==> run_1/clock_wires.png <==
Scale bar: 50 um.
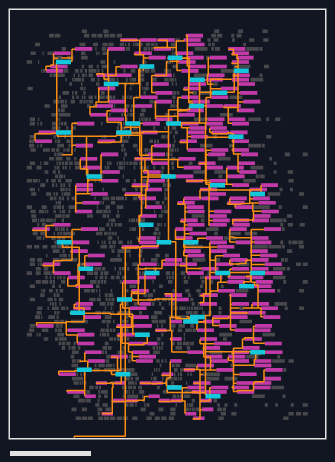
==> run_1/m4.png <==
Cells faint in the background.
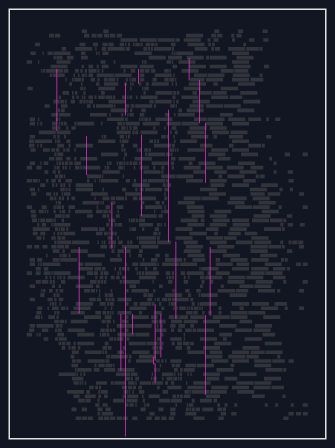
==> run_1/route_heat.png <==
19 x 26 tiles, from dark blue (low) to red (high), scaled to the fullest tile. Values are wire area over tile area, all layers added.
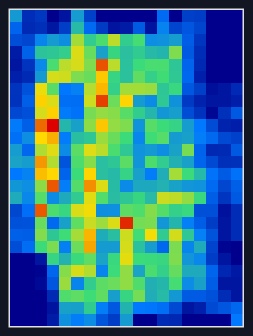
[src/rtl/vdma_pkg.sv]
// Shared types for the VDMA write-side scheduler.
//   wr_state_e : scheduler FSM states
//   wr_req_t   : burst request {byte address, pixel count}
//   IDX_W      : width of frame-buffer index ports
package vdma_pkg;

  localparam int IDX_W  = 3;
  localparam int ADDR_W = 32;
  localparam int LEN_W  = 9;

  typedef enum logic [1:0] {
    ST_IDLE,
    ST_ARM,
    ST_ACTIVE,
    ST_DRAIN
  } wr_state_e;

  typedef struct packed {
    logic [ADDR_W-1:0] addr;
    logic [LEN_W-1:0]  len;
  } wr_req_t;

endpackage

[src/rtl/vdma_req_fifo.sv]
// Synchronous FIFO of burst requests.
//   clock, rst_n : clock, synchronous active-low reset (clears pointers/count)
//   push_i/data_i: write one request (ignored when full)
//   pop_i        : consume the head (ignored when empty)
//   full_o/empty_o: occupancy flags
//   head_o       : head entry, forced to zero while empty
// DEPTH must be a power of two so the pointers wrap naturally.
module vdma_req_fifo
  import vdma_pkg::*;
#(
  parameter int DEPTH = 4
) (
  input  logic    clock,
  input  logic    rst_n,
  input  logic    push_i,
  input  wr_req_t data_i,
  input  logic    pop_i,
  output logic    full_o,
  output logic    empty_o,
  output wr_req_t head_o
);

  localparam int PTR_W = (DEPTH > 1) ? $clog2(DEPTH) : 1;

  wr_req_t          mem_q [DEPTH];
  logic [PTR_W-1:0] wr_ptr_q, rd_ptr_q;
  logic [PTR_W:0]   count_q;
  logic             do_push, do_pop;

  assign full_o  = (count_q == (PTR_W+1)'(DEPTH));
  assign empty_o = (count_q == '0);
  assign do_push = push_i && !full_o;
  assign do_pop  = pop_i && !empty_o;
  assign head_o  = empty_o ? '0 : mem_q[rd_ptr_q];

  always_ff @(posedge clock) begin
    if (!rst_n) begin
      wr_ptr_q <= '0;
      rd_ptr_q <= '0;
      count_q  <= '0;
    end else begin
      if (do_push) wr_ptr_q <= wr_ptr_q + 1'b1;
      if (do_pop)  rd_ptr_q <= rd_ptr_q + 1'b1;
      case ({do_push, do_pop})
        2'b10:   count_q <= count_q + 1'b1;
        2'b01:   count_q <= count_q - 1'b1;
        default: count_q <= count_q;
      endcase
    end
  end

  always_ff @(posedge clock) begin
    if (do_push) mem_q[wr_ptr_q] <= data_i;
  end

endmodule

[src/rtl/vdma_wr_scheduler.sv]
// VDMA write-side scheduler: counts input pixels against falign/lalign/ealign,
// rotates through FRAME_NUM frame buffers and queues burst requests for the
// AXI write master.
//   clock, rst_n        : clock, synchronous active-low reset
//   enable              : capture from next falign; drop to stop after frame
//   fb_base/frame_bytes : buffer 0 address and buffer spacing
//   stride, rd_index    : line pitch, buffer owned by the reader
//   falign/lalign/ealign/din_vld : video timing and pixel valid
//   req_valid/req_ready/req_addr/req_len : request handshake to write master
//   burst_done          : one burst completed by the write master
//   wr_index, frame_done, ovf_err, frame_err : status
// Build option: define VDMA_WR_SKIP_RD_BUF_EN to skip the buffer named by
// rd_index during the second ARM cycle (needs FRAME_NUM >= 3).
module vdma_wr_scheduler
  import vdma_pkg::*;
#(
  parameter int BURST_LEN = 64,
  parameter int BPP       = 4,
  parameter int FRAME_NUM = 3,
  parameter int REQ_DEPTH = 4
) (
  input  logic              clock,
  input  logic              rst_n,
  input  logic              enable,
  input  logic [31:0]       fb_base,
  input  logic [31:0]       frame_bytes,
  input  logic [15:0]       stride,
  input  logic [IDX_W-1:0]  rd_index,
  input  logic              falign,
  input  logic              lalign,
  input  logic              ealign,
  input  logic              din_vld,
  output logic              req_valid,
  input  logic              req_ready,
  output logic [31:0]       req_addr,
  output logic [8:0]        req_len,
  input  logic              burst_done,
  output logic [IDX_W-1:0]  wr_index,
  output logic              frame_done,
  output logic              ovf_err,
  output logic              frame_err
);

  localparam logic [31:0]      BURST_BYTES = 32'(BURST_LEN * BPP);
  localparam logic [8:0]       BURST_LEN_L = 9'(BURST_LEN);
  localparam logic [IDX_W-1:0] LAST_IDX    = IDX_W'(FRAME_NUM - 1);
  localparam int               OUT_W       = $clog2(REQ_DEPTH) + 2;

  wr_state_e        state_q, state_d;
  logic             arm2_q, arm2_d;
  logic [IDX_W-1:0] wr_index_q, wr_index_d;
  logic [31:0]      frame_base_q, frame_base_d;
  logic [31:0]      line_addr_q, line_addr_d;
  logic [31:0]      cur_addr_q, cur_addr_d;
  logic [8:0]       pix_cnt_q, pix_cnt_d;
  logic [OUT_W-1:0] outstanding_q, outstanding_d;
  logic             fpend_q, fpend_d;
  logic             frame_done_q, frame_done_d;
  logic             frame_err_q, frame_err_d;
  logic             ovf_q;

  logic             push;
  wr_req_t          push_req, head;
  logic             q_full, q_empty;
  logic             drain_ok, take;
  logic [IDX_W-1:0] adv_idx;
  logic [31:0]      adv_base;

  vdma_req_fifo #(.DEPTH(REQ_DEPTH)) u_fifo (
    .clock   (clock),
    .rst_n   (rst_n),
    .push_i  (push),
    .data_i  (push_req),
    .pop_i   (req_ready),
    .full_o  (q_full),
    .empty_o (q_empty),
    .head_o  (head)
  );

  assign req_valid  = !q_empty;
  assign req_addr   = head.addr;
  assign req_len    = head.len;
  assign wr_index   = wr_index_q;
  assign frame_done = frame_done_q;
  assign frame_err  = frame_err_q;
  assign ovf_err    = ovf_q;

  assign take     = req_valid && req_ready;
  assign drain_ok = q_empty && (outstanding_q == '0);

  // One step around the ring; base returns to fb_base when the index wraps.
  assign adv_idx  = (wr_index_q == LAST_IDX) ? '0 : wr_index_q + 1'b1;
  assign adv_base = (wr_index_q == LAST_IDX) ? fb_base : frame_base_q + frame_bytes;

`ifndef VDMA_WR_SKIP_RD_BUF_EN
  logic unused_rd_index;
  assign unused_rd_index = ^rd_index;
`endif

  // State and control registers
  always_ff @(posedge clock) begin
    if (!rst_n) begin
      state_q       <= ST_IDLE;
      arm2_q        <= 1'b0;
      wr_index_q    <= LAST_IDX;
      outstanding_q <= '0;
      fpend_q       <= 1'b0;
      frame_done_q  <= 1'b0;
      frame_err_q   <= 1'b0;
      ovf_q         <= 1'b0;
    end else begin
      state_q       <= state_d;
      arm2_q        <= arm2_d;
      wr_index_q    <= wr_index_d;
      outstanding_q <= outstanding_d;
      fpend_q       <= fpend_d;
      frame_done_q  <= frame_done_d;
      frame_err_q   <= frame_err_d;
      if (push && q_full) ovf_q <= 1'b1;
    end
  end

  // Address/count registers are always (re)loaded in ARM before use.
  always_ff @(posedge clock) begin
    frame_base_q <= frame_base_d;
    line_addr_q  <= line_addr_d;
    cur_addr_q   <= cur_addr_d;
    pix_cnt_q    <= pix_cnt_d;
  end

  // Next state
  always_comb begin
    state_d = state_q;
    arm2_d  = 1'b0;
    unique case (state_q)
      ST_IDLE:   if (falign && enable) state_d = ST_ARM;
      ST_ARM:    if (arm2_q) state_d = ST_ACTIVE; else arm2_d = 1'b1;
      ST_ACTIVE: begin
        if (falign)      state_d = ST_ARM;
        else if (ealign) state_d = ST_DRAIN;
      end
      ST_DRAIN:  if (drain_ok) state_d = ((fpend_q || falign) && enable) ? ST_ARM : ST_IDLE;
      default:   state_d = ST_IDLE;
    endcase
  end

  // Outputs and datapath
  always_comb begin
    push          = 1'b0;
    push_req.addr = cur_addr_q;
    push_req.len  = pix_cnt_q;
    wr_index_d    = wr_index_q;
    frame_base_d  = frame_base_q;
    line_addr_d   = line_addr_q;
    cur_addr_d    = cur_addr_q;
    pix_cnt_d     = pix_cnt_q;
    fpend_d       = 1'b0;
    frame_done_d  = 1'b0;
    frame_err_d   = 1'b0;
    unique case (state_q)
      ST_ARM: begin
        if (!arm2_q) begin
          wr_index_d   = adv_idx;
          frame_base_d = adv_base;
        end else begin
`ifdef VDMA_WR_SKIP_RD_BUF_EN
          if (wr_index_q == rd_index) begin
            wr_index_d   = adv_idx;
            frame_base_d = adv_base;
          end
`endif
          line_addr_d = frame_base_d;
          cur_addr_d  = frame_base_d;
          pix_cnt_d   = '0;
        end
      end
      ST_ACTIVE: begin
        if (falign) begin
          frame_err_d = 1'b1;
          pix_cnt_d   = '0;
        end else if (lalign) begin
          // A pixel arriving with lalign starts the next line.
          push        = (pix_cnt_q != '0);
          line_addr_d = line_addr_q + {16'h0, stride};
          cur_addr_d  = line_addr_d;
          pix_cnt_d   = din_vld ? 9'd1 : 9'd0;
        end else if (din_vld) begin
          if (pix_cnt_q == BURST_LEN_L - 9'd1) begin
            push         = 1'b1;
            push_req.len = BURST_LEN_L;
            cur_addr_d   = cur_addr_q + BURST_BYTES;
            pix_cnt_d    = '0;
          end else begin
            pix_cnt_d = pix_cnt_q + 9'd1;
          end
        end
      end
      ST_DRAIN: begin
        fpend_d = fpend_q || falign;
        if (drain_ok) begin
          frame_done_d = 1'b1;
          fpend_d      = 1'b0;
        end
      end
      default: ;
    endcase
  end

  // Bursts in flight; a burst_done with nothing outstanding is ignored.
  always_comb begin
    outstanding_d = outstanding_q;
    case ({take, burst_done})
      2'b10:   outstanding_d = outstanding_q + 1'b1;
      2'b01:   if (outstanding_q != '0) outstanding_d = outstanding_q - 1'b1;
      default: outstanding_d = outstanding_q;
    endcase
  end

endmodule
[config.mk]
export PLATFORM = sky130hd
export DESIGN_NAME = vdma_wr_scheduler
export DESIGN_NICKNAME = d
export VERILOG_FILES = /design/src/rtl/vdma_pkg.sv /design/src/rtl/vdma_req_fifo.sv /design/src/rtl/vdma_wr_scheduler.sv
export SDC_FILE = /design/constraint.sdc
export NUM_CORES = 1
export LEC_CHECK = 0
export CORE_ASPECT_RATIO = 1.4
export CORE_MARGIN = 10
export CORE_UTILIZATION = 35
export CTS_CLUSTER_DIAMETER = 40
export CTS_CLUSTER_SIZE = 25
export DETAILED_ROUTE_END_ITERATION = 8
export PLACE_DENSITY = 0.5
export SYNTH_ARGS = -nofsm -noshare
export SYNTH_HDL_FRONTEND = slang
export SYNTH_SLANG_ARGS = --single-unit
[constraint.sdc]
create_clock -name clock -period 6.8 [get_ports clock]
set_input_delay 1.36 -clock clock [delete_from_list [all_inputs] [get_ports clock]]
set_output_delay 1.36 -clock clock [all_outputs]
set_load 0.05 [all_outputs]
==> run summary, run 1 <==
Tot Pwr: 6880 uW
Global-route wire length before repair: 56.3 mm
Ys cells: 1194
Buffers on Ports: 136
Routed vias/inst: 5.04
Status: finished clean
Syn_area_per_cell: 12.5 um^2
Initial DRC count: 406
Post-synth ARST share: 0%
Min-delay worst type: flop to flop
Grt ovf: 0
Most common reg cell: edfxtp_1
Setup crit start kind: flop
Num CTS Buffers: 36
Post-DP HPWL: 25.5 mm
Slew Limit Fails: 0
Lkg Pwr: 0.00640 uW
Count leader, synth: edfxtp_1
Drt pass-1 iters: 4
Syn nets: 1352
Seq share, synth: 57.0%
Dpl ws: 1.86 ns
Diodes inserted: 0
Detail Route Antenna Nets: 0
Synthesis Warnings: 0
Fin Setup TNS: 0 ns
CTS sink count: 292
PD cells: 375 nW/um^2
# H-tree levels: 2
Post-CTS Resized: 0
Yosys top cell by area: edfxtp_1
CTS Buffer Depth: 3
Nets@finish: 1497
Area leader share: 53.9%
Chip width: 195 um
YS chip area: 15000 um^2
Top cells by area: edfxtp_1, mux4_2, ha_1
Initial antenna violation count: 0
Die H: 265 um
Die ar.: 51600 um^2
TritonCTS clock tree: built
Cycle use final: 67.0%
Number of global-route vias before repair: 10200
Clock slew at reported path FFs: 0.07 ns
DRC errors left: 0
Yosys reg bits: 292
Mapped Area: 15000 um^2
Largest net degree at the start of global routing: 63
Max-cap violations: 0
Worst-Margin Slew: 0.910 ns
Slack of the worst reg-to-reg path: 3.34 ns
Root Driver: clkbuf_16
Peak supply drop: 170 uV
Cells after Synth: 1194
Crit path DAT: 3.20 ns
Post CTS Setup Buffer Count: 0
Crit path max fanout: 34
# hold bufs at CTS: 0
Log Warnings: 37
Post-synth EDFFs: 269
Core Region: 42200 um^2
Io pins: 140
Synth unique cells: 68
Final Hold Vio Count: 0
Placer congestion estimate: 0.806
Proportion of layout cells with a drive suffix above 1: 11.9%
RSZ-0062 raised after global routing: false
Syn-to-layout area delta: 22.4%
Final WS setup: 2.24 ns
Fmax: 0.219 GHz
Top post-synthesis cells by count: edfxtp_1, nand2_1, o21ai_0, a21oi_1
Crit path DRT: 5.44 ns
Minimum clock period: 4.56 ns
Fp_density: 35.5%
Finish-stage setup viols: 0
WS Path Type: flop to output pin
Slew HR: 39.3%
Crit. End Element: output pin
Rows: 89
Notes on clock_wires.png above:
- clock-net drivers: cyan (count 36)
- clock wires: orange (length 3940 um)
- flip-flops: magenta (count 292)
- routed clock nets: 37
clock skew: 0.0245 ns
clk pwr: 2140 uW
Clk Latency, worst-skew pair: 0.53 ns
clock share of power: 31.0%

Notes on m4.png above:
- share of all routed wire: 2.1%
- longest straight run: 117 um
- main direction: vertical

Notes on route_heat.png above:
- nearly empty tiles: 11%
- fullest tile: 0.32
- tiles over half the peak: 27%
- emptiest ninth of the die: top right
wire per inst: 18.5 um
Post-Route WL: 35.4 mm
DR vias: 9631
GRT Util Overall: 13.4%

-- run 1: cell type report --
type | instances | area (um^2)
fill | 3883 | 23900
sequential | 292 | 8540
multi-input combinational | 820 | 6140
timing repair buffer | 154 | 1500
clock buffer | 37 | 926
tap | 546 | 683
clock inverter | 27 | 414
inverter | 35 | 131
-- run 1: stage by stage --
stage	utilization (%)	cell area, um^2	hold slack [ns]	std cells
2_1_floorplan	-	15000	0.459	1194
3_3_place_gp	40.3	17000	0.503	1847
3_5_place_dp	40.3	17000	0.506	1847
4_1_cts	43.4	18300	0.534	1911
5_1_grt	43.4	18300	0.561	1911
6_report	43.4	18300	0.525	1911
-- run 1: logic make-up after synthesis --
logic type                 count (synthesis)  share of synthesized area [%]
xor gates and xnor gates                  96                           5.61
and+or+nand+nor                          337                           11.2
AOI/OAI and AO/OA                        266                           11.3
buffers and inverters                     82                           2.06
muxes                                     55                           7.20
adders and majority gates                 66                           5.71
DFF                                      292                           57.0
-- run 1: layout by cell type (no fill, tap or decap), drive strengths merged, types with 41 or more instances in the layout --
cell,netlist,routed
o21ai,90,90
xnor2,58,58
and2,65,65
nand2,107,107
a21oi,78,78
nor2,65,65
inv,34,45
edfxtp,269,269
mux4,41,41
ha,62,62
clkdlybuf4s50,0,136
-- run 1: worst paths after layout --
kind,startpoint,endpoint,cells after the start
worst max-delay path,flop,req_addr[19],4
worst min-delay path,fpend_q,fpend_q,2
worst max register to register,pix_cnt_q[0],u_fifo.mem_q[1][32],8
worst min register to register,fpend_q,fpend_q,2
-- run 1: worst max-delay path, stage by stage, from the launching register on --
cell and delay [ns]:
dfxtp_2 0.50, buf_4 0.62, mux4_2 0.63, and2_1 0.18
clkdlybuf4s50_1 0.69
-- run 1: registers in the layout, indices dropped and copies added, names as in the netlist, 2 cells and up, named ones only --
name,cells
u_fifo.mem_q,164
pix_cnt_q,9
u_fifo.count_q,3
u_fifo.wr_ptr_q,2
u_fifo.rd_ptr_q,2
state_q,2
line_addr_q,32
wr_index,3
outstanding_q,4
frame_base_q,32
cur_addr_q,32
-- run 1: power by group --
part           switching (uW)  leakage [uW]  internal, uW
logic                    1170       0.00311           793
registers                 291       0.00264          2490
clock network             806      0.000652          1330
-- run 1: metal layers --
metal	track usage, %	routed length, um	up-vias
li1	-	-	4771
met1	16.6	15500	4621
met2	23.6	17800	188
met3	2.15	1420	51
met5	0	0	-
met4	4.09	747	0
==> run_1/clock_nets.png <==
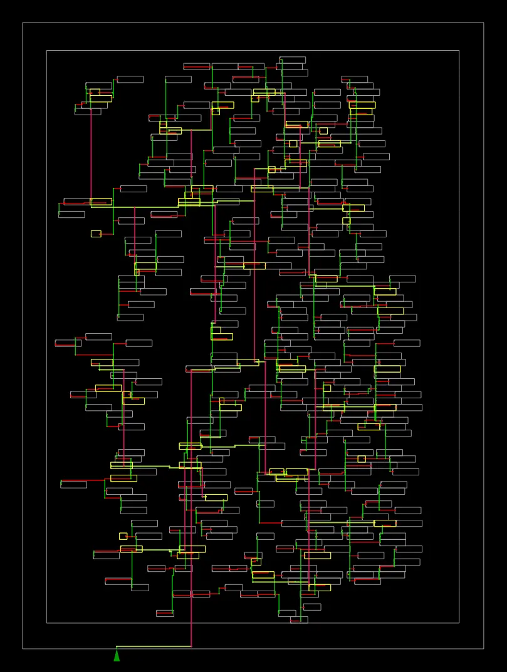

==> inputs of run 2 (changes only) <==
==> constraint.sdc (replaced) <==
create_clock -name clock -period 4.37 [get_ports clock]
set_input_delay 0.874 -clock clock [delete_from_list [all_inputs] [get_ports clock]]
set_output_delay 0.874 -clock clock [all_outputs]
set_load 0.05 [all_outputs]
==> run_2/clock_nets.png <==
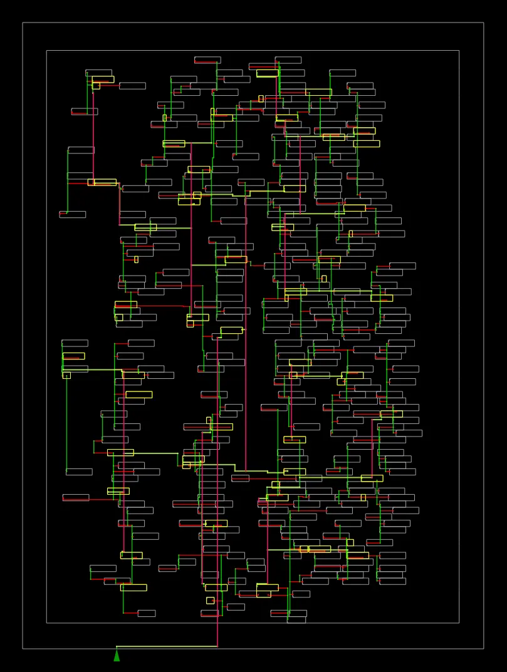
Clk Latency, worst-skew pair: 0.54 ns
clock buf count: 44
clk pwr: 3180 uW
Num CTS Buffers: 38

==> run 2 against run 1 <==
Effect of this change: synthesized cell count stayed put; power increased by 54%; non-clock buffer count grew 1; die area unchanged; global-route usage is 0.16 points higher; clock power increased by 49%; worst hold slack worse by 0.013 ns; sequential cell count unchanged; via count decreased by 0.27%; design area grew 0.12%; critical endpoint is now cur_addr_q[20]; largest cell class unchanged.
==> run summary, run 2 <==
Chip width: 195 um
Post-route cell area: 18400 um^2
Sequential Area: 8540 um^2
Die H: 265 um
Syn-to-layout area delta: 22.6%
Tot Pwr: 10600 uW
Syn nets: 1352
Max-cap violations: 0
Placer congestion estimate: 0.821
Fmax: 0.271 GHz
Worst Hold Margin: 0.512 ns
TritonCTS clock tree: built
Mapped Area: 15000 um^2
Buf/Inv on CP: 2
Initial antenna violation count: 0
Proportion of layout cells with a drive suffix above 1: 11.8%
Crit path max fanout: 4
Rows: 89
Top cells by area: edfxtp_1, mux4_2, ha_1
Post-synth ARST share: 0%
WS Path Type: primary input to flop
Largest net degree at the start of global routing: 63
Minimum clock period: 3.69 ns
Seq share, synth: 57.0%
DR vias: 9605
Post-Route WL: 35.5 mm
Global-route wire length before repair: 56.7 mm
Reg-to-reg startpoint: line_addr_q[0]
Clock skew: 0.0224 ns
Buffers on Ports: 136
GRT Util Overall: 13.6%
Status: finished clean
Levels on crit path: 13
R2R Path End: cur_addr_q[20]
Yosys reg bits: 292
Crit. End Element: flop
Fp_density: 35.5%
DRC errors left: 0
Critical Path Max Stage Delay: 0.43 ns
Placed cell areas: 17100 um^2
Finish-stage setup viols: 0
Diodes inserted: 0
Cells after DPL: 1848
Fillcell total: 3938
Root Driver: clkbuf_16
Post-CTS Resized: 0
# H-tree levels: 2
Setup crit start kind: primary input
## run 2: cell counts after synthesis
No cell type changed its count.
## run 2: metrics by stage
| step | setup WS (ns) | util, % |
|---|---|---|
| after floorplan | 0.909 | - |
| after global placement | 0.144 | 40.4 |
| after detailed placement | 0.130 | 40.4 |
| after CTS | 0.678 | 43.5 |
| after global routing | 0.296 | 43.5 |
| final | 0.683 | 43.5 |
## run 2: worst min-delay path by stage
stage | cells after the start | from | slack [ns] | to
final | 0 | cur_addr_q[3] | 0.51 | u_fifo.mem_q[1][12]
after global routing | 0 | cur_addr_q[3] | 0.55 | u_fifo.mem_q[1][12]
after CTS | 2 | ovf_err | 0.53 | ovf_err
after detailed placement | 2 | ovf_err | 0.51 | ovf_err
after global placement | 0 | cur_addr_q[5] | 0.50 | u_fifo.mem_q[2][14]
after floorplan | 0 | cur_addr_q[1] | 0.46 | u_fifo.mem_q[0][10]
## run 2: per-layer routing
layer	up-vias	global-route usage, %	wire length, um
li1	4769	-	-
met2	171	23.9	18000
met1	4620	16.8	15600
met3	45	2.03	1210
met5	-	0	0
met4	0	4.34	762
## run 2: worst register-to-register path: cells and delay by family, from the launching register on
kind / cells / cell delay (ns)
and+or+nand+nor: 2 / 0.28
buffers and inverters: 1 / 0.16
adders and majority gates: 2 / 0.66
AOI/OAI and AO/OA: 6 / 1.34
xor gates and xnor gates: 1 / 0.20
DFF: 1 / 0.38
## run 2: cells by family (layout without fill, tap and decap cells)
kind of cell | count (synthesis) | count (layout) | share of synthesized area [%]
AND/OR/NAND/NOR | 337 | 337 | 11.2
multiplexers | 55 | 55 | 7.20
flip-flops | 292 | 292 | 57.0
adder cells (fa/ha/maj) | 66 | 66 | 5.71
XOR/XNOR | 96 | 96 | 5.61
buffers and inverters | 82 | 257 | 2.06
AND-OR/OR-AND | 266 | 266 | 11.3
## run 2: cell type report
class / count / share of cell area, %
Clock buffer: 44 / 5.42
Clock inverter: 23 / 1.62
Inverter: 35 / 0.716
Multi-Input combinational cell: 820 / 33.5
Sequential cell: 292 / 46.5
Tap cell: 546 / 3.72
Timing Repair Buffer: 155 / 8.53
## run 2: power breakdown
| part | total (uW) | switching, uW | internal (uW) |
|---|---|---|---|
| sequential | 4330 | 446 | 3880 |
| clock | 3180 | 1230 | 1960 |
| combinational | 3070 | 1830 | 1240 |
| total | 10600 | 3500 | 7080 |
No activity file was given, so power comes from the tool's default toggle rates.
